clock_map.png
The bar under the picture is 50 um long.
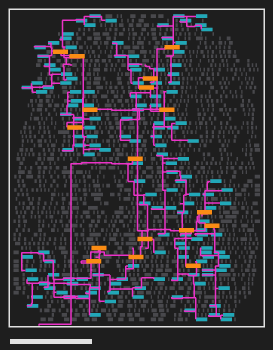
registers.png
The bar under the picture is 50 um long. Other sequential cells in the stronger gray, the rest of the logic in the fainter gray.
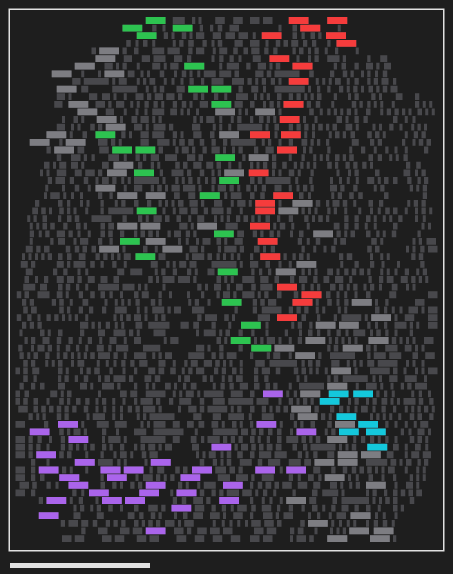
### src/rtl/fp_pkg.sv
// Shared FP32 types, constants and FSM encoding for the accumulator.
// Pure definitions; no logic, no latency, no flow control.
package fp_pkg;

  localparam int EXP_BIAS = 127;
  localparam int EXP_MAX  = 255;
  localparam int MANT_W   = 24;

  typedef struct packed {
    logic        sign;
    logic [7:0]  exp;
    logic [22:0] frac;
  } fp32_t;

  typedef enum logic [2:0] {
    ST_IDLE,
    ST_ALIGN,
    ST_ADD,
    ST_NORM,
    ST_OUT
  } state_t;

  // Zero and denormal operands contribute nothing, whatever their fraction bits.
  function automatic logic [MANT_W-1:0] mant_of(input fp32_t f);
    return (f.exp == 8'd0) ? '0 : {1'b1, f.frac};
  endfunction

endpackage

### src/rtl/lzc24.sv
// Combinational leading-zero count of a 24-bit word; 24 when the word is all zero.
// Zero latency, no flow control.
module lzc24 (
  input  logic [23:0] data_i,
  output logic [4:0]  count_o
);

  always_comb begin
    count_o = 5'd24;
    // Scanning upward lets the most significant set bit win.
    for (int i = 0; i < 24; i++) begin
      if (data_i[i]) count_o = 5'(23 - i);
    end
  end

endmodule

### src/rtl/fp_accum.sv
// FP32 truncating accumulator: IDLE -> ALIGN -> ADD -> NORM, one term per 4 cycles.
// in_ready only in IDLE; a finished sum is held in OUT until out_ready.
module fp_accum
  import fp_pkg::*;
(
  input  logic        clk,
  input  logic        rst,
  input  logic        in_valid,
  output logic        in_ready,
  input  logic [31:0] in_data,
  input  logic        in_last,
  output logic        out_valid,
  input  logic        out_ready,
  output logic [31:0] out_data,
  output logic        busy
);

  state_t             state_q, state_d;
  fp32_t              acc_q, acc_d;
  fp32_t              term_q, term_d;
  logic               last_q, last_d;
  logic               a_sign_q, a_sign_d;
  logic [7:0]         a_exp_q, a_exp_d;
  logic [MANT_W-1:0]  a_mant_q, a_mant_d;
  logic [MANT_W-1:0]  b_mant_q, b_mant_d;
  logic               sub_q, sub_d;
  logic               inf_q, inf_d;
  logic               inf_sign_q, inf_sign_d;
  logic [MANT_W:0]    sum_q, sum_d;

  // Alignment of the accumulator against the captured term.
  logic [MANT_W-1:0]  mx, my, small_mant, shifted;
  logic [7:0]         ex, ey, diff;
  logic               x_big;

  always_comb begin
    mx    = mant_of(acc_q);
    my    = mant_of(term_q);
    ex    = (acc_q.exp  == 8'd0) ? 8'd0 : acc_q.exp;
    ey    = (term_q.exp == 8'd0) ? 8'd0 : term_q.exp;
    x_big = {ex, mx} >= {ey, my};
    diff       = x_big ? (ex - ey) : (ey - ex);
    small_mant = x_big ? my : mx;
    shifted    = (diff >= 8'd25) ? '0 : (small_mant >> diff);
  end

  // Normalisation of the registered sum.
  logic [4:0]         lz;
  logic [MANT_W-1:0]  mant_n;
  logic signed [9:0]  exp_n;
  fp32_t              norm_res;

  lzc24 u_lzc (
    .data_i  (sum_q[MANT_W-1:0]),
    .count_o (lz)
  );

  always_comb begin
    if (sum_q[MANT_W]) begin
      mant_n = sum_q[MANT_W:1];
      exp_n  = $signed({2'b00, a_exp_q}) + 10'sd1;
    end else begin
      mant_n = sum_q[MANT_W-1:0] << lz;
      exp_n  = $signed({2'b00, a_exp_q}) - $signed({5'b00000, lz});
    end

    if (inf_q)
      norm_res = '{sign: inf_sign_q, exp: 8'(EXP_MAX), frac: 23'd0};
    else if (mant_n == '0)
      norm_res = '0;
    else if (exp_n <= 10'sd0)
      norm_res = '{sign: a_sign_q, exp: 8'd0, frac: 23'd0};
    else if (exp_n >= 10'sd255)
      norm_res = '{sign: a_sign_q, exp: 8'(EXP_MAX), frac: 23'd0};
    else
      norm_res = '{sign: a_sign_q, exp: exp_n[7:0], frac: mant_n[22:0]};
  end

  always_comb begin
    state_d    = state_q;
    acc_d      = acc_q;
    term_d     = term_q;
    last_d     = last_q;
    a_sign_d   = a_sign_q;
    a_exp_d    = a_exp_q;
    a_mant_d   = a_mant_q;
    b_mant_d   = b_mant_q;
    sub_d      = sub_q;
    inf_d      = inf_q;
    inf_sign_d = inf_sign_q;
    sum_d      = sum_q;

    unique case (state_q)
      ST_IDLE: begin
        if (in_valid) begin
          term_d  = in_data;
          last_d  = in_last;
          state_d = ST_ALIGN;
        end
      end
      ST_ALIGN: begin
        a_sign_d   = x_big ? acc_q.sign : term_q.sign;
        a_exp_d    = x_big ? ex : ey;
        a_mant_d   = x_big ? mx : my;
        b_mant_d   = shifted;
        sub_d      = acc_q.sign ^ term_q.sign;
        // An infinite term takes its own sign; a saturated accumulator stays infinite.
        inf_d      = (term_q.exp == 8'(EXP_MAX)) || (acc_q.exp == 8'(EXP_MAX));
        inf_sign_d = (term_q.exp == 8'(EXP_MAX)) ? term_q.sign : acc_q.sign;
        state_d    = ST_ADD;
      end
      ST_ADD: begin
        sum_d   = sub_q ? ({1'b0, a_mant_q} - {1'b0, b_mant_q})
                        : ({1'b0, a_mant_q} + {1'b0, b_mant_q});
        state_d = ST_NORM;
      end
      ST_NORM: begin
        acc_d   = norm_res;
        state_d = last_q ? ST_OUT : ST_IDLE;
      end
      ST_OUT: begin
        if (out_ready) begin
          acc_d   = '0;
          state_d = ST_IDLE;
        end
      end
      default: state_d = ST_IDLE;
    endcase
  end

  always_ff @(posedge clk) begin
    if (rst) begin
      state_q    <= ST_IDLE;
      acc_q      <= '0;
      term_q     <= '0;
      last_q     <= 1'b0;
      a_sign_q   <= 1'b0;
      a_exp_q    <= '0;
      a_mant_q   <= '0;
      b_mant_q   <= '0;
      sub_q      <= 1'b0;
      inf_q      <= 1'b0;
      inf_sign_q <= 1'b0;
      sum_q      <= '0;
    end else begin
      state_q    <= state_d;
      acc_q      <= acc_d;
      term_q     <= term_d;
      last_q     <= last_d;
      a_sign_q   <= a_sign_d;
      a_exp_q    <= a_exp_d;
      a_mant_q   <= a_mant_d;
      b_mant_q   <= b_mant_d;
      sub_q      <= sub_d;
      inf_q      <= inf_d;
      inf_sign_q <= inf_sign_d;
      sum_q      <= sum_d;
    end
  end

  assign in_ready  = (state_q == ST_IDLE);
  assign out_valid = (state_q == ST_OUT);
  assign out_data  = (state_q == ST_OUT) ? acc_q : 32'd0;
  assign busy      = (state_q != ST_IDLE);

endmodule

### config.mk
export PLATFORM = sky130hd
export DESIGN_NAME = fp_accum
export DESIGN_NICKNAME = d
export VERILOG_FILES = /design/src/rtl/fp_pkg.sv /design/src/rtl/lzc24.sv /design/src/rtl/fp_accum.sv
export SDC_FILE = /design/constraint.sdc
export NUM_CORES = 1
export LEC_CHECK = 0
export ABC_AREA = 1
export CAP_MARGIN = 20
export CELL_PAD_IN_SITES_DETAIL_PLACEMENT = 1
export CELL_PAD_IN_SITES_GLOBAL_PLACEMENT = 1
export CORE_ASPECT_RATIO = 1.25
export CORE_UTILIZATION = 43
export DETAILED_ROUTE_END_ITERATION = 16
export PLACE_DENSITY = 0.85
export REMOVE_ABC_BUFFERS = 1
export SLEW_MARGIN = 20
export SYNTH_ARGS = -nofsm -noshare
export SYNTH_HDL_FRONTEND = slang
export SYNTH_SLANG_ARGS = --single-unit
### constraint.sdc
create_clock -name clk -period 5.2 [get_ports clk]
set_input_delay 1.04 -clock clk [delete_from_list [all_inputs] [get_ports clk]]
set_output_delay 1.04 -clock clk [all_outputs]
set_load 0.02 [all_outputs]
==> flow_metrics.py <==
# Generated from Yosys and OpenROAD reports
metrics = {
    "run_status": {
        "status": "finished clean",
    },
    "cts": {
        "cts_buffers": 17,
        "clk_pin_slew_ps": 70,
        "cts_hold_buffers": 0,
        "cts_root_buf": "clkbuf_16",
        "h-tree-depth": 4,
        "clock_path_buffers": 2,
        "cts_tree": "built",
        "cts_sinks": 153,
    },
    "global_route": {
        "grt-ovfl-total": 0,
        "antenna_found_initial": 0,
        "grt_pass1_vias": 14100,
        "grt_pass1_wl_mm": 75.1,
        "grt_use_total": 0.325,
    },
    "yosys": {
        "yosys_area_um2": 12500,
        "synth_cells": 1995,
        "async_flop_share": 0,
        "synthAoiAreaFrac": 0.213,
        "mux_area_frac": 0.00160,
        "logic_family": "simple AND/OR/NAND/NOR gates",
        "top_area_frac": 0.245,
        "synth_seq_share": 0.245,
        "synth.distinct_cells": 58,
        "yosys.area_share.simple": 0.323,
        "edf_count": 0,
        "synth_top_cell_by_area": "dfxtp_1",
        "yosysWarnings": 0,
        "yosys-stat-cells": 1995,
        "top_cells_by_area": "dfxtp_1 (24%), nand2_1 (15%), a21oi_1 (9.0%)",
        "synth_area_per_cell_um2": 6.28,
        "synth_xor_xnor_area_share": 0.0406,
        "synthFlopType": "dfxtp_1",
        "ys_sh_adder": 0.0773,
        "ys.flops": 153,
    },
    "timing": {
        "fmax_mhz": 208,
        "maxSlewHeadroom": 0.277,
        "whs_ps": 468,
        "fin_crit_sh": 0.922,
        "fin_crit_ps": 4800,
        "hold_viol": 0,
        "drv_slew": 0,
        "setup_violations": 0,
        "clock_skew_ps": 13.7,
    },
    "setup_path": {
        "crit_path_frequent_cell": "nor2_1",
        "critical_path_arrival_ps": 5160,
        "worstSetupPathType": "register to register",
        "worstSetupStartpoint": "acc_q[24]$_SDFFE_PP0P_",
        "end_kind": "register",
        "r2r_start": "acc_q[24]$_SDFFE_PP0P_",
        "cp-start-kind": "register",
        "crit_buf_inv": 3,
        "crit_slowest_cell": "dfxtp_1",
        "rrSetupSlack_ps": 400,
        "cp_max_fo": 27,
        "crit_family": "simple AND/OR/NAND/NOR gates",
        "timing.rr.end": "b_mant_q[9]$_SDFFE_PP0N_",
        "crit_cells": 21,
        "setup.worst_path.end": "b_mant_q[9]$_SDFFE_PP0N_",
        "crit_required_ps": 5560,
    },
    "die": {
        "fp_util": 0.439,
        "core_area_um2": 28500,
        "die_x_um": 155,
        "rows": 69,
        "ioPinCount": 72,
        "die_y_um": 193,
    },
    "power": {
        "ir_drop_v": 0.000222,
        "p_sw_mw": 3.99,
        "power_density_nw_per_um2": 536,
        "clkPwrFrac": 0.172,
        "swShare": 0.527,
        "p_seq_frac": 0.179,
        "p_int_mw": 3.58,
        "power_leakage_nw": 5.91,
        "comb_power_share": 0.650,
    },
    "drt": {
        "routedWlPerCell_um": 20.4,
        "drt-pass1-iter-count": 5,
        "drc": 0,
        "viasPerCell": 5.86,
        "ant_nets": 0,
        "totalWireLength_mm": 48.2,
        "dr_total_vias": 13900,
    },
    "placed_design": {
        "globalplace.congestion": 0.984,
        "port_buffers": 71,
        "placed_cell_area_um2": 13400,
        "dp.cells": 2332,
    },
    "worst_hold_path": {
        "min_path_cells": 2,
        "min_to": "acc_q[9]$_SDFFE_PP0P_",
        "min_from": "acc_q[9]$_SDFFE_PP0P_",
        "hold_class": "register to register",
    },
    "finish": {
        "diodes": 0,
        "finalNonFillerCells": 2368,
        "fin_nets": 2112,
        "most-common-layout-cells": "nand2_1 (499), a21oi_1 (224), nand3_1 (213), inv_1 (177), dfxtp_1 (153)",
        "fin_area_um2": 14100,
        "lay_top_count": "nand2_1",
        "drive_above_1_share": 0.0695,
    },
    "run": {
        "drv_cap": 0,
        "warning_count": 33,
    },
}
Notes on clock_map.png above:
Key: clock wires = magenta [length 2,180 um]; flip-flops = cyan [count 153]; cells driving clock nets = orange [count 17]
There are 18 routed clock nets.
worst-skew pair later-pin latency: 450 ps
clock group power: 1.30 mW

Notes on registers.png above:
Key: `a_exp_q` = cyan [sequential cells 8, where bottom right]; `term_q` = purple [sequential cells 32]; `a_mant_q` = green [sequential cells 24]; `sum_q` = red [sequential cells 25]
Another 64 sequential cells are not colored.
Reg area: 3060 um2
seq pwr: 1.35 mW
proportion of cell area occupied by registers: 0.217

[power groups by stage]
stage               Combinational, mW  Clock [mW]  Sequential, mW
global placement                 4.69           0            1.37
floorplan                        3.37           0            1.35
detailed placement               4.80           0            1.37
global route                     5.45        1.36            1.36
finish                           4.92        1.30            1.35
CTS                              4.84        1.31            1.35
[layout make-up]
type / instances / area, um2
clock buffer: 17 / 425
clock inverter: 15 / 180
fill: 3805 / 14400
inverter: 191 / 726
multi-input combinational: 1528 / 8240
sequential: 153 / 3060
tap: 355 / 444
timing repair buffer: 108 / 1040
timing repair inverter: 1 / 7.51
[repair_timing]
action | in CTS | in global routing
gates resized | 0 | 11
setup endpoints to repair | 0 | 46
hold endpoints to repair | 0 | 0
buffers inserted | 0 | 2
[routing by layer]
metal,GRT usage,vias to the layer above,wire length (um)
met4,0.182,0,2480
met2,0.590,335,24100
met3,0.0301,130,1590
met1,0.374,6740,20000
met5,0,-,0
li1,-,6660,-
[sequential cells by signal, indices dropped and copies added (netlist names)]
| register | count |
|---|---|
| acc_q | 32 |
| term_q | 32 |
| sum_q | 25 |
| a_mant_q | 24 |
| b_mant_q | 24 |
| a_exp_q | 8 |
| state_q | 3 |
| a_sign_q | 1 |
| inf_q | 1 |
| inf_sign_q | 1 |
| last_q | 1 |
| sub_q | 1 |
[stage by stage]
stage | TNS [ps] | setup slack, ps | util | total power, mW
floorplan | -1770 | -143 | - | 4.71
global placement | 0 | 449 | 0.470 | 6.06
detailed placement | 0 | 284 | 0.472 | 6.18
CTS | 0 | 178 | 0.493 | 7.50
global route | -6.68 | -6.68 | 0.496 | 8.16
finish | 0 | 404 | 0.496 | 7.57
Power figures rest on the tool's default switching activity, not on a simulated workload.
